Fig. 1: the metal 3 layer
Scale: 3 px per um.
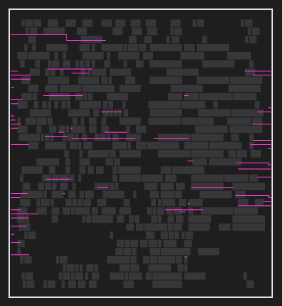
Fig. 2: placed standard cells
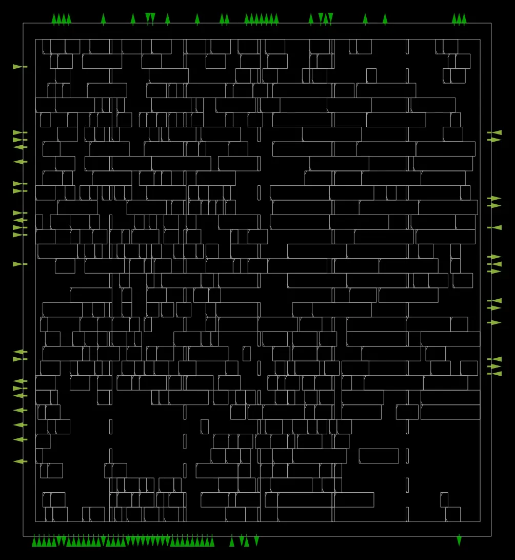
Fig. 3: register map, names as in the netlist
Scale: 4 px per um.
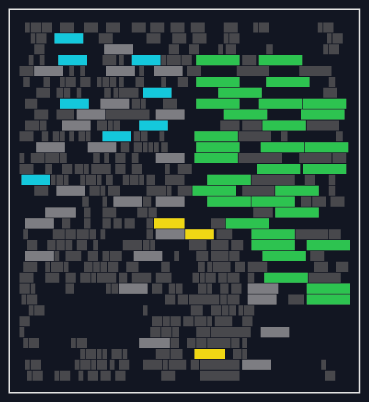
### config.mk
export PLATFORM = sky130hd
export DESIGN_NAME = uart_lite_ctrl
export DESIGN_NICKNAME = d
export VERILOG_FILES = /design/src/rtl/uart_lite_pkg.sv /design/src/rtl/uart_lite_byte_fifo.sv /design/src/rtl/uart_lite_ctrl.sv
export SDC_FILE = /design/constraint.sdc
export NUM_CORES = 1
export LEC_CHECK = 0
export CORE_ASPECT_RATIO = 1.1
export CORE_MARGIN = 2
export CORE_UTILIZATION = 42
export CTS_CLUSTER_SIZE = 40
export DETAILED_ROUTE_END_ITERATION = 8
export GPL_TIMING_DRIVEN = 0
export PLACE_DENSITY_LB_ADDON = 0.15
export SYNTH_ARGS = -nofsm -noshare
export SYNTH_HDL_FRONTEND = slang
export SYNTH_HIERARCHICAL = 1
export SYNTH_SLANG_ARGS = --single-unit
### constraint.sdc
create_clock -name clk -period 2 [get_ports clk]
set_input_delay 0.3 -clock clk [delete_from_list [all_inputs] [get_ports clk]]
set_output_delay 0.3 -clock clk [all_outputs]
set_load 0.01 [all_outputs]
### src/rtl/uart_lite_pkg.sv
// Shared constants for the AXI UART Lite driver: register map, STAT bits, CTRL init value, FSM states.
// No logic; pure declarations.
// Imported by uart_lite_ctrl.
package uart_lite_pkg;

    // AXI UART Lite register offsets
    localparam int UL_RX   = 'h0;
    localparam int UL_TX   = 'h4;
    localparam int UL_STAT = 'h8;
    localparam int UL_CTRL = 'hC;

    // STAT register bit positions
    localparam int STAT_RX_VALID = 0;
    localparam int STAT_TX_FULL  = 3;

    // CTRL value that resets both peripheral FIFOs
    localparam int UL_CTRL_INIT = 'h3;

    // Controller states; ST_DEC spends one cycle acting on the latched STAT value
    typedef enum logic [2:0] {
        ST_INIT   = 3'd0,
        ST_INIT_W = 3'd1,
        ST_IDLE   = 3'd2,
        ST_STAT_W = 3'd3,
        ST_DEC    = 3'd4,
        ST_RX_W   = 3'd5,
        ST_TX_W   = 3'd6
    } ul_state_e;

endpackage

### src/rtl/uart_lite_byte_fifo.sv
// Synchronous 8-bit circular FIFO with wrap-bit pointers; head entry is read combinationally.
// Latency: push visible at pop_data the cycle after the push edge.
// Backpressure: push ignored when full, pop ignored when empty; push+pop together keep the count.
module byte_fifo #(
    parameter int DEPTH = 4
) (
    input  logic       clk,
    input  logic       rst,
    input  logic       push,
    input  logic [7:0] push_data,
    input  logic       pop,
    output logic [7:0] pop_data,
    output logic       full,
    output logic       empty
);
    localparam int AW = $clog2(DEPTH);
    localparam int PW = AW + 1;

    logic [PW-1:0] wr_ptr_q, wr_ptr_d;
    logic [PW-1:0] rd_ptr_q, rd_ptr_d;
    logic [7:0]    mem_q [DEPTH];
    logic          do_push;
    logic          do_pop;

    assign full     = (wr_ptr_q[AW-1:0] == rd_ptr_q[AW-1:0]) && (wr_ptr_q[AW] != rd_ptr_q[AW]);
    assign empty    = (wr_ptr_q == rd_ptr_q);
    assign do_push  = push && !full;
    assign do_pop   = pop && !empty;
    assign pop_data = mem_q[rd_ptr_q[AW-1:0]];

    // Next pointer values; the extra MSB wraps modulo 2*DEPTH
    always_comb begin
        wr_ptr_d = wr_ptr_q;
        rd_ptr_d = rd_ptr_q;
        if (do_push) wr_ptr_d = wr_ptr_q + PW'(1);
        if (do_pop)  rd_ptr_d = rd_ptr_q + PW'(1);
    end

    // Pointer registers
    always_ff @(posedge clk) begin
        if (rst) begin
            wr_ptr_q <= '0;
            rd_ptr_q <= '0;
        end else begin
            wr_ptr_q <= wr_ptr_d;
            rd_ptr_q <= rd_ptr_d;
        end
    end

    // Storage write; contents need no reset since empty gates rx_valid
    always_ff @(posedge clk) begin
        if (do_push) mem_q[wr_ptr_q[AW-1:0]] <= push_data;
    end

endmodule

### src/rtl/uart_lite_ctrl.sv
// Drives axi_master to move core bytes to/from an AXI UART Lite (init CTRL, poll STAT, read RX, write TX).
// Latency: byte reaches we 2 cycles after the STAT r_success that permits it; RX byte visible the cycle after its read completes.
// Backpressure: tx_ready low while the 1-byte holding register is full or init is pending; RX polling stops when the RX buffer is full.
module uart_lite_ctrl
    import uart_lite_pkg::*;
#(
    parameter int AXI_DATAW = 32,
    parameter int AXI_ADDRW = 4,
    parameter int RX_DEPTH  = 4
) (
    input  logic                   clk,
    input  logic                   rst,
    input  logic                   tx_valid,
    input  logic [7:0]             tx_data,
    output logic                   tx_ready,
    output logic                   rx_valid,
    output logic [7:0]             rx_data,
    input  logic                   rx_ready,
    output logic                   err_timeout,
    output logic                   re,
    output logic [AXI_ADDRW-1:0]   araddr_in,
    input  logic                   r_success,
    input  logic                   r_timeout,
    input  logic [AXI_DATAW-1:0]   rdata_out,
    output logic                   we,
    output logic [AXI_ADDRW-1:0]   awaddr_in,
    output logic [AXI_DATAW-1:0]   wdata_in,
    output logic [AXI_DATAW/8-1:0] wstrb_in,
    input  logic                   w_success,
    input  logic                   w_busy
);
    ul_state_e              state_q, state_d;
    logic                   stat_rxv_q, stat_rxv_d;
    logic                   stat_txf_q, stat_txf_d;
    logic                   tx_full_q, tx_full_d;
    logic [7:0]             tx_byte_q, tx_byte_d;
    logic                   err_q, err_d;
    logic                   re_q, re_d;
    logic                   we_q, we_d;
    logic [AXI_ADDRW-1:0]   araddr_q, araddr_d;
    logic [AXI_ADDRW-1:0]   awaddr_q, awaddr_d;
    logic [AXI_DATAW-1:0]   wdata_q, wdata_d;
    logic [AXI_DATAW/8-1:0] wstrb_q, wstrb_d;

    logic rx_push;
    logic rx_pop;
    logic rx_full;
    logic rx_empty;
    logic init_done;
    logic unused_inputs;

    // w_busy is advisory only; upper read-data bits carry nothing we use
    assign unused_inputs = ^{w_busy, rdata_out[AXI_DATAW-1:8]};

    assign init_done   = (state_q != ST_INIT) && (state_q != ST_INIT_W);
    assign tx_ready    = init_done && !tx_full_q;
    assign rx_valid    = !rx_empty;
    assign rx_pop      = rx_valid && rx_ready;
    assign err_timeout = err_q;
    assign re          = re_q;
    assign we          = we_q;
    assign araddr_in   = araddr_q;
    assign awaddr_in   = awaddr_q;
    assign wdata_in    = wdata_q;
    assign wstrb_in    = wstrb_q;

    byte_fifo #(.DEPTH(RX_DEPTH)) u_rx_fifo (
        .clk       (clk),
        .rst       (rst),
        .push      (rx_push),
        .push_data (rdata_out[7:0]),
        .pop       (rx_pop),
        .pop_data  (rx_data),
        .full      (rx_full),
        .empty     (rx_empty)
    );

    // Next-state logic: one transaction at a time, address/data held until the next pulse
    always_comb begin
        state_d    = state_q;
        stat_rxv_d = stat_rxv_q;
        stat_txf_d = stat_txf_q;
        tx_full_d  = tx_full_q;
        tx_byte_d  = tx_byte_q;
        err_d      = err_q;
        re_d       = 1'b0;
        we_d       = 1'b0;
        araddr_d   = araddr_q;
        awaddr_d   = awaddr_q;
        wdata_d    = wdata_q;
        wstrb_d    = wstrb_q;
        rx_push    = 1'b0;

        if (tx_valid && tx_ready) begin
            tx_full_d = 1'b1;
            tx_byte_d = tx_data;
        end

        case (state_q)
            ST_INIT: begin
                we_d     = 1'b1;
                awaddr_d = AXI_ADDRW'(UL_CTRL);
                wdata_d  = AXI_DATAW'(UL_CTRL_INIT);
                wstrb_d  = '1;
                state_d  = ST_INIT_W;
            end
            ST_INIT_W: begin
                if (w_success) state_d = ST_IDLE;
            end
            ST_IDLE: begin
                if (tx_full_q || !rx_full) begin
                    re_d     = 1'b1;
                    araddr_d = AXI_ADDRW'(UL_STAT);
                    state_d  = ST_STAT_W;
                end
            end
            ST_STAT_W: begin
                if (r_success) begin
                    stat_rxv_d = rdata_out[STAT_RX_VALID];
                    stat_txf_d = rdata_out[STAT_TX_FULL];
                    state_d    = ST_DEC;
                end else if (r_timeout) begin
                    err_d   = 1'b1;
                    state_d = ST_IDLE;
                end
            end
            ST_DEC: begin
                // Draining the peripheral RX FIFO wins over sending
                if (stat_rxv_q && !rx_full) begin
                    re_d     = 1'b1;
                    araddr_d = AXI_ADDRW'(UL_RX);
                    state_d  = ST_RX_W;
                end else if (tx_full_q && !stat_txf_q) begin
                    we_d     = 1'b1;
                    awaddr_d = AXI_ADDRW'(UL_TX);
                    wdata_d  = {{(AXI_DATAW-8){1'b0}}, tx_byte_q};
                    wstrb_d  = {{(AXI_DATAW/8-1){1'b0}}, 1'b1};
                    state_d  = ST_TX_W;
                end else begin
                    state_d = ST_IDLE;
                end
            end
            ST_RX_W: begin
                if (r_success) begin
                    rx_push = 1'b1;
                    state_d = ST_IDLE;
                end else if (r_timeout) begin
                    err_d   = 1'b1;
                    state_d = ST_IDLE;
                end
            end
            ST_TX_W: begin
                if (w_success) begin
                    tx_full_d = 1'b0;
                    state_d   = ST_IDLE;
                end
            end
            default: state_d = ST_INIT;
        endcase
    end

    // State and output registers
    always_ff @(posedge clk) begin
        if (rst) begin
            state_q    <= ST_INIT;
            stat_rxv_q <= 1'b0;
            stat_txf_q <= 1'b0;
            tx_full_q  <= 1'b0;
            tx_byte_q  <= '0;
            err_q      <= 1'b0;
            re_q       <= 1'b0;
            we_q       <= 1'b0;
            araddr_q   <= '0;
            awaddr_q   <= '0;
            wdata_q    <= '0;
            wstrb_q    <= '0;
        end else begin
            state_q    <= state_d;
            stat_rxv_q <= stat_rxv_d;
            stat_txf_q <= stat_txf_d;
            tx_full_q  <= tx_full_d;
            tx_byte_q  <= tx_byte_d;
            err_q      <= err_d;
            re_q       <= re_d;
            we_q       <= we_d;
            araddr_q   <= araddr_d;
            awaddr_q   <= awaddr_d;
            wdata_q    <= wdata_d;
            wstrb_q    <= wstrb_d;
        end
    end

endmodule

==> results_slide.txt <==
Synthesis and Place & Route Summary

Finish
  – Non-clk buf share: 0.1930
  – Most numerous logic cell after layout: buf_4
  – Multi-Input Combinational: 199
  – Flop count: 68

Setup path
  – Worst Setup SP: u_rx_fifo/rd_ptr_q[1]
  – WP data required: 2.21 ns
  – CP Launch Type: register
  – FF-to-FF setup slack: 0.11 ns

Run status
  – Status: completed

Detailed routing
  – Drt pass-1 iters: 4
  – DR vias: 2367

Logic synthesis
  – Post-synth top area cell: edfxtp_1
  – Largest logic family: simple AND/OR/NAND/NOR gates
  – Yosys simple share: 0.1495

Floorplan
  – Core Util at FP: 0.4301

Clocking
  – Worst-path clk slew: 0.07 ns
  – CTS tree: yes
  – CTS H-tree depth: 3
  – Hold_buf cts: 0

STA
  – Final WS setup: 0.1069 ns
  – RSZ-0062 raised after global routing: true

Global route
  – Number of global-route vias before repair: 2083
  – Initial antenna violation count: 0
Notes on Fig. 1 above:
longest straight run: 20.9 um
wire length on this layer: 327 um
main direction: horizontal
Routed WL: 6449 um
met3 Use GR: 0.03463

Notes on Fig. 2 above:
fill count: 648
final std cells w/o fill: 475
Final Core Density: 0.5739
Core Box Area: 0.007432 sq mm

Notes on Fig. 3 above:
legend:
  cyan:
    signal: `wdata_in`
    sequential_cells: 8
    where: top left
  yellow:
    signal: `u_rx_fifo/wr_ptr_q`
    sequential_cells: 3
  green:
    signal: `u_rx_fifo/mem_q`
    sequential_cells: 32
Seq area share: 0.3957
P_seq: 0.00156 W
register area: 0.001688 sq mm

## power by group
part           internal [W]  switching [W]  leakage, nW
clock              0.000831       0.000526        0.117
combinational      0.000382       0.000343        0.952
sequential          0.00151      0.0000487        0.583
## sequential cells by signal (all words and copies together) (netlist names), named ones only
signal and flops:
err_timeout 1, wdata_in 8, wstrb_in 2, tx_byte_q 8, state_q 3, tx_full_q 1, re 1, u_rx_fifo/wr_ptr_q 3
araddr_in 1, u_rx_fifo/rd_ptr_q 3, we 1, stat_rxv_q 1, u_rx_fifo/mem_q 32, stat_txf_q 1
## worst max-delay path, stage by stage (launching register included)
cell and delay, ns:
dfxtp_1 0.32, clkbuf_4 0.19, xnor2_4 0.20, nand2_2 0.13
nor2_4 0.15, nand2b_4 0.15, nand2_1 0.08, a21o_1 0.27
a22oi_1 0.21, nor2_1 0.06
Power figures rest on the tool's default switching activity, not on a simulated workload.
